--- src/rtl/seg7_pkg.sv ---
// Shared constants for the seven-segment driver: segment polarity and the
// active-low hex glyphs (bit 0 = a ... bit 6 = g).
package seg7_pkg;

  typedef logic [6:0] seg_t;

  localparam logic SEG_ON  = 1'b0;
  localparam logic SEG_OFF = 1'b1;
  localparam seg_t SEG_BLANK = {7{SEG_OFF}};

  localparam seg_t GLYPH_0 = 7'b1000000;
  localparam seg_t GLYPH_1 = 7'b1111001;
  localparam seg_t GLYPH_2 = 7'b0100100;
  localparam seg_t GLYPH_3 = 7'b0110000;
  localparam seg_t GLYPH_4 = 7'b0011001;
  localparam seg_t GLYPH_5 = 7'b0010010;
  localparam seg_t GLYPH_6 = 7'b0000010;
  localparam seg_t GLYPH_7 = 7'b1111000;
  localparam seg_t GLYPH_8 = 7'b0000000;
  localparam seg_t GLYPH_9 = 7'b0010000;
  localparam seg_t GLYPH_A = 7'b0001000;
  localparam seg_t GLYPH_B = 7'b0000011;
  localparam seg_t GLYPH_C = 7'b1000110;
  localparam seg_t GLYPH_D = 7'b0100001;
  localparam seg_t GLYPH_E = 7'b0000110;
  localparam seg_t GLYPH_F = 7'b0001110;

endpackage

--- src/rtl/seg7_scan_driver_if.sv ---
// Datapath-side and pin-side signals of the scan driver, grouped as one bundle.
interface seg7_scan_driver_if #(
  parameter int unsigned NUM_DIGITS = 4
);
  logic [4*NUM_DIGITS-1:0] value;
  logic                    load;
  logic [NUM_DIGITS-1:0]   digit_en;
  logic [NUM_DIGITS-1:0]   blink_mask;
  logic                    lzs_en;
  logic [NUM_DIGITS-1:0]   dp_in;
  logic [6:0]              seg7;
  logic                    dp;
  logic [NUM_DIGITS-1:0]   an;
  logic                    frame_done;

  modport master (
    output value, load, digit_en, blink_mask, lzs_en, dp_in,
    input  seg7, dp, an, frame_done
  );

  modport slave (
    input  value, load, digit_en, blink_mask, lzs_en, dp_in,
    output seg7, dp, an, frame_done
  );
endinterface

--- src/rtl/seg7_hex_lut.sv ---
// Combinational nibble to active-low seven-segment glyph decoder.
module seg7_hex_lut
  import seg7_pkg::*;
(
  input  logic [3:0] nibble_i,
  output seg_t       glyph_o
);

  always_comb begin
    glyph_o = SEG_BLANK;
    case (nibble_i)
      4'h0: glyph_o = GLYPH_0;
      4'h1: glyph_o = GLYPH_1;
      4'h2: glyph_o = GLYPH_2;
      4'h3: glyph_o = GLYPH_3;
      4'h4: glyph_o = GLYPH_4;
      4'h5: glyph_o = GLYPH_5;
      4'h6: glyph_o = GLYPH_6;
      4'h7: glyph_o = GLYPH_7;
      4'h8: glyph_o = GLYPH_8;
      4'h9: glyph_o = GLYPH_9;
      4'hA: glyph_o = GLYPH_A;
      4'hB: glyph_o = GLYPH_B;
      4'hC: glyph_o = GLYPH_C;
      4'hD: glyph_o = GLYPH_D;
      4'hE: glyph_o = GLYPH_E;
      4'hF: glyph_o = GLYPH_F;
    endcase
  end

endmodule

--- src/rtl/seg7_scan_driver.sv ---
// Time-multiplexed seven-segment scan driver with double-buffered value,
// blinking, leading-zero suppression and one dead cycle per digit slot.
module seg7_scan_driver
  import seg7_pkg::*;
#(
  parameter int unsigned NUM_DIGITS   = 4,
  parameter int unsigned REFRESH_DIV  = 50000,
  parameter int unsigned BLINK_FRAMES = 64
) (
  input logic               clk,
  input logic               rst_n,
  seg7_scan_driver_if.slave bus
);

  localparam int unsigned CW = (REFRESH_DIV > 1) ? $clog2(REFRESH_DIV) : 1;
  localparam int unsigned IW = (NUM_DIGITS > 1) ? $clog2(NUM_DIGITS) : 1;
  localparam int unsigned FW = (BLINK_FRAMES > 1) ? $clog2(BLINK_FRAMES) : 1;
  localparam int unsigned VW = 4 * NUM_DIGITS;

  logic [CW-1:0]         cnt_q, cnt_d;
  logic [IW-1:0]         idx_q, idx_d;
  logic [VW-1:0]         pend_q, pend_d;
  logic [VW-1:0]         shad_q, shad_d;
  logic [FW-1:0]         fcnt_q, fcnt_d;
  logic                  blink_on_q, blink_on_d;
  seg_t                  seg_q, seg_d;
  logic                  dp_q, dp_d;
  logic [NUM_DIGITS-1:0] an_q, an_d;
  logic                  fd_q, fd_d;

  logic          tick, wrap, blank, lz;
  logic [VW-1:0] upper;
  logic [3:0]    nib;
  seg_t          glyph;

  assign tick = (cnt_q == CW'(REFRESH_DIV - 1));
  assign wrap = tick && (idx_q == IW'(NUM_DIGITS - 1));

  // Nibbles from the scanned digit upward; all-zero means a leading zero.
  assign upper = shad_q >> {idx_q, 2'b00};
  assign nib   = upper[3:0];
  assign lz    = bus.lzs_en && (idx_q != '0) && (upper == '0);
  assign blank = !bus.digit_en[idx_q]
               || (bus.blink_mask[idx_q] && !blink_on_q)
               || lz;

  seg7_hex_lut u_lut (
    .nibble_i (nib),
    .glyph_o  (glyph)
  );

  always_comb begin
    cnt_d      = tick ? '0 : cnt_q + 1'b1;
    idx_d      = idx_q;
    if (tick) idx_d = wrap ? '0 : idx_q + 1'b1;

    // A load coinciding with the wrap lands in shadow via pend_d.
    pend_d     = bus.load ? bus.value : pend_q;
    shad_d     = wrap ? pend_d : shad_q;

    fcnt_d     = fcnt_q;
    blink_on_d = blink_on_q;
    if (wrap) begin
      if (fcnt_q == FW'(BLINK_FRAMES - 1)) begin
        fcnt_d     = '0;
        blink_on_d = !blink_on_q;
      end else begin
        fcnt_d     = fcnt_q + 1'b1;
      end
    end

    seg_d = SEG_BLANK;
    dp_d  = SEG_OFF;
    an_d  = '1;
    if (!tick && !blank) begin
      seg_d = glyph;
      dp_d  = bus.dp_in[idx_q] ? SEG_ON : SEG_OFF;
      for (int unsigned i = 0; i < NUM_DIGITS; i++) begin
        if (IW'(i) == idx_q) an_d[i] = 1'b0;
      end
    end
    fd_d = wrap;
  end

  always_ff @(posedge clk or negedge rst_n) begin
    if (!rst_n) begin
      cnt_q      <= '0;
      idx_q      <= '0;
      pend_q     <= '0;
      shad_q     <= '0;
      fcnt_q     <= '0;
      blink_on_q <= 1'b1;
      seg_q      <= SEG_BLANK;
      dp_q       <= SEG_OFF;
      an_q       <= '1;
      fd_q       <= 1'b0;
    end else begin
      cnt_q      <= cnt_d;
      idx_q      <= idx_d;
      pend_q     <= pend_d;
      shad_q     <= shad_d;
      fcnt_q     <= fcnt_d;
      blink_on_q <= blink_on_d;
      seg_q      <= seg_d;
      dp_q       <= dp_d;
      an_q       <= an_d;
      fd_q       <= fd_d;
    end
  end

  assign bus.seg7       = seg_q;
  assign bus.dp         = dp_q;
  assign bus.an         = an_q;
  assign bus.frame_done = fd_q;

endmodule

--- src/flat_wrapper.sv ---
// flat-port wrapper written by rule: the top's interface ports become plain ports
module seg7_scan_driver_flat import seg7_pkg::*;
#(
  parameter int unsigned NUM_DIGITS   = 4,
  parameter int unsigned REFRESH_DIV  = 50000,
  parameter int unsigned BLINK_FRAMES = 64
)
  (clk, rst_n, bus_value, bus_load, bus_digit_en, bus_blink_mask, bus_lzs_en, bus_dp_in, bus_seg7, bus_dp, bus_an, bus_frame_done);
  seg7_scan_driver_if #(.NUM_DIGITS(NUM_DIGITS)) bus_i ();
  input logic clk;
  input logic rst_n;
  input wire logic [$bits(bus_i.value)-1:0] bus_value;
  input wire logic [$bits(bus_i.load)-1:0] bus_load;
  input wire logic [$bits(bus_i.digit_en)-1:0] bus_digit_en;
  input wire logic [$bits(bus_i.blink_mask)-1:0] bus_blink_mask;
  input wire logic [$bits(bus_i.lzs_en)-1:0] bus_lzs_en;
  input wire logic [$bits(bus_i.dp_in)-1:0] bus_dp_in;
  output wire logic [$bits(bus_i.seg7)-1:0] bus_seg7;
  output wire logic [$bits(bus_i.dp)-1:0] bus_dp;
  output wire logic [$bits(bus_i.an)-1:0] bus_an;
  output wire logic [$bits(bus_i.frame_done)-1:0] bus_frame_done;
  assign bus_i.value = bus_value;
  assign bus_i.load = bus_load;
  assign bus_i.digit_en = bus_digit_en;
  assign bus_i.blink_mask = bus_blink_mask;
  assign bus_i.lzs_en = bus_lzs_en;
  assign bus_i.dp_in = bus_dp_in;
  assign bus_seg7 = bus_i.seg7;
  assign bus_dp = bus_i.dp;
  assign bus_an = bus_i.an;
  assign bus_frame_done = bus_i.frame_done;
  seg7_scan_driver #(.NUM_DIGITS(NUM_DIGITS), .REFRESH_DIV(REFRESH_DIV), .BLINK_FRAMES(BLINK_FRAMES)) u_core (.clk(clk), .rst_n(rst_n), .bus(bus_i));
endmodule
--- config.mk ---
export PLATFORM = sky130hd
export DESIGN_NAME = seg7_scan_driver_flat
export DESIGN_NICKNAME = d
export VERILOG_FILES = /design/src/rtl/seg7_pkg.sv /design/src/rtl/seg7_scan_driver_if.sv /design/src/rtl/seg7_hex_lut.sv /design/src/rtl/seg7_scan_driver.sv /design/src/flat_wrapper.sv
export SDC_FILE = /design/constraint.sdc
export NUM_CORES = 1
export LEC_CHECK = 0
export ABC_AREA = 0
export CORE_UTILIZATION = 59
export DETAILED_ROUTE_END_ITERATION = 8
export PLACE_DENSITY = 0.89
export SLEW_MARGIN = 30
export SYNTH_ARGS = -nofsm -noshare
export SYNTH_HDL_FRONTEND = slang
export SYNTH_SLANG_ARGS = --single-unit
--- constraint.sdc ---
create_clock -name clk -period 4.9 [get_ports clk]
set_input_delay 0.98 -clock clk [delete_from_list [all_inputs] [get_ports clk]]
set_output_delay 0.98 -clock clk [all_outputs]
set_load 0.02 [all_outputs]
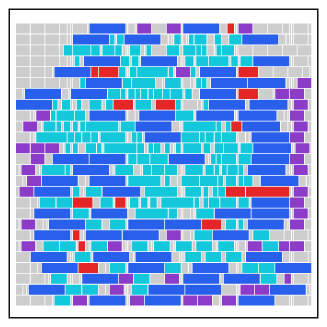
(placement by cell class)
Drawn at 4 px/um. Fill, decap, tap and diode cells in grey.
legend:
  clock drivers and dummy loads:
    colour: red
    cells: 16
    share_of_their_area: 4.9%
  sequential cells:
    colour: blue
    cells: 70
    share_of_their_area: 46%
  remaining logic cells:
    colour: cyan
    cells: 179
    share_of_their_area: 38%
  remaining buffers and delay cells:
    colour: purple
    cells: 45
    share_of_their_area: 11%

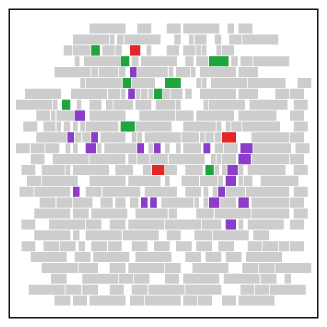
(logic cells by family)
Drawn at 4 px/um.
legend:
  aoi and oai cells:
    colour: purple
    cells: 20
    most_used: o21ai_0
  and/or cells:
    colour: green
    cells: 9
    most_used: and3_1
  non-inverting ao/oa cells:
    colour: red
    cells: 3

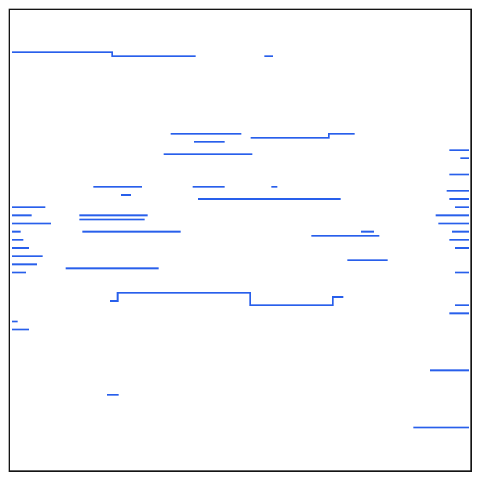
(the metal 3 layer)
Drawn at 6 px/um.
share of all routed wire: 5.4%
nets with wire on the layer: 42
wire length on this layer: 325 um
longest straight run: 23.5 um
main direction: horizontal

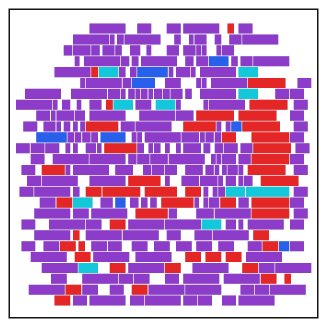
(cell sizes after repair)
Drawn at 4 px/um.
legend:
  x6 and larger:
    colour: cyan
    cells: 10
    share: 3.2%
    most_used: clkbuf_8
  x2:
    colour: red
    cells: 47
    share: 15%
    most_used: mux2_2
  x3 and x4:
    colour: blue
    cells: 8
    share: 2.6%
    most_used: clkinvlp_4
  x1 and smaller:
    colour: purple
    cells: 245
    share: 79%
    most_used: dfrtp_1

==> impl_metrics.py <==
# Auto-generated metrics
metrics = {
    "die": {
        "chipHeight_um": 76.73,
        "die_w_um": 76.73,
        "num_rows": 26,
        "core_area_mm2": 0.005238,
    },
    "flow_run": {
        "tool_warnings": 34,
    },
    "clock_tree": {
        "clockBufferDepth": 2,
        "cts_sinks": 70,
        "clk_latency_ns": 0.34,
        "cts_tree": "yes",
        "numCtsBuffers": 9,
        "ctsResizeCount": 0,
        "clkTransAtPathRegs_ns": 0.07,
        "root_buffer": "clkbuf_8",
    },
    "power_and_ir_drop": {
        "pwr-share-seq_pct": 53.6,
        "total_leakage_power_nw": 1.720,
        "finalPower_mw": 1.121,
        "clockPowerShare_pct": 39.7,
        "p_comb_share_pct": 6.6,
        "p_int_mw": 0.8697,
        "swShare_pct": 22.38,
    },
    "timing": {
        "setup_viol": 0,
        "max-slew-margin-rel_pct": 51.77,
        "rsz0062_at_grt": "false",
        "hold_ws_ns": 0.4548,
        "finalClockSkew_ns": 0.007636,
        "tightest_slew_ns": 0.7211,
        "fin_ws_ns": 2.015,
        "final_hold_viol_count": 0,
        "setup_tns_ns": 0,
        "fmax_mhz": 346.6,
    },
    "finish": {
        "fillers": 335,
        "layout_top_cell": "dfrtp_1",
        "final_cell_mix": "57 x dfrtp_1, 43 x clkdlybuf4s50_1, 28 x nand2_1",
        "clk_share_pct": 4.772,
        "buffers": 45,
        "largestRegisters": "u_core.cnt_q: 16 flops, u_core.pend_q: 16 flops, u_core.shad_q: 16 flops",
        "dominant_cells": "flip-flops and latches",
        "fin_cells": 380,
        "diodes": 0,
        "seq_share_pct": 44.66,
        "areaGrowthSynthToFinish_pct": 20.17,
        "clock_buffers": 9,
        "register_area_mm2": 0.001768,
        "nets": 349,
    },
    "setup_path": {
        "critical_path.startpoint": "u_core.idx_q[0]",
        "path_buffers": 1,
        "cp_max_fo": 12,
        "cp.required_ns": 5.15,
        "crit_path_end_kind": "flop",
        "crit_family": "flip-flops",
        "critPathLaunchType": "flop",
        "r2r_cells": 8,
        "cp.arrival_ns": 3.14,
        "r2r_slack_ns": 2.01,
        "critPathMaxStageDelay_ns": 0.68,
    },
    "placed_design": {
        "dpl_cell_area_mm2": 0.003770,
        "numPortBuffers": 44,
        "dp_hpwl_mm": 4.394,
        "globalplace.congestion": 0.8201,
        "dp_slack_ns": 2.018,
        "dp.cells": 364,
    },
    "synthesis": {
        "avgSynthCellArea_um2": 12.72,
        "synth_cell_types": 44,
        "netlist_instances": 259,
        "yosys.stat.seqShare_pct": 53.67,
        "ys_area_mm2": 0.003294,
        "top_cells_by_count": "57 x dfrtp_1, 28 x nand2_1, 19 x mux2_2, 14 x mux2_1, 13 x dfstp_2",
        "ff_type": "dfrtp_1",
    },
    "routing": {
        "wl_met2_mm": 2.896,
        "route.detailed.drc": 0,
        "route.vias.total": 2136,
        "drtPass1Iterations": 4,
        "drt_iter0_drc": 105,
        "route.met3.wl_um": 325,
    },
    "grt": {
        "overflow": 0,
        "grt_pass1_wl_mm": 10.35,
        "antenna_found_initial": 0,
        "met1_usage_pct": 31.82,
        "first_global_vias": 2146,
        "grtUsageTotal_pct": 23.21,
    },
    "worst_hold_path": {
        "holdPathEnd": "u_core.cnt_q[0]",
        "hold_path.startpoint": "u_core.cnt_q[0]",
        "whs_path_depth": 1,
        "hold_class": "flop to flop",
    },
    "status": {
        "status": "finished, final reports clean",
    },
}
## kinds of logic (layout without fill, tap and decap cells)
logic type	after synthesis	after routing	share of synthesized area, %
AND/OR/NAND/NOR	78	78	13.56
adder cells (fa/ha/maj)	12	12	4.557
multiplexers	42	42	16.67
buffers and inverters	19	70	2.734
flip-flops	70	70	53.67
AND-OR/OR-AND	23	23	4.596
XOR/XNOR	15	15	4.216
## power groups by stage
stage,combinational [mW],clock [mW],sequential (mW)
global route,0.0806,0.480,0.603
global placement,0.0730,0,0.611
finish,0.0741,0.445,0.601
CTS,0.0753,0.452,0.601
detailed placement,0.0750,0,0.612
floorplan,0.0235,0,0.615
Power and IR drop assume default switching activity.
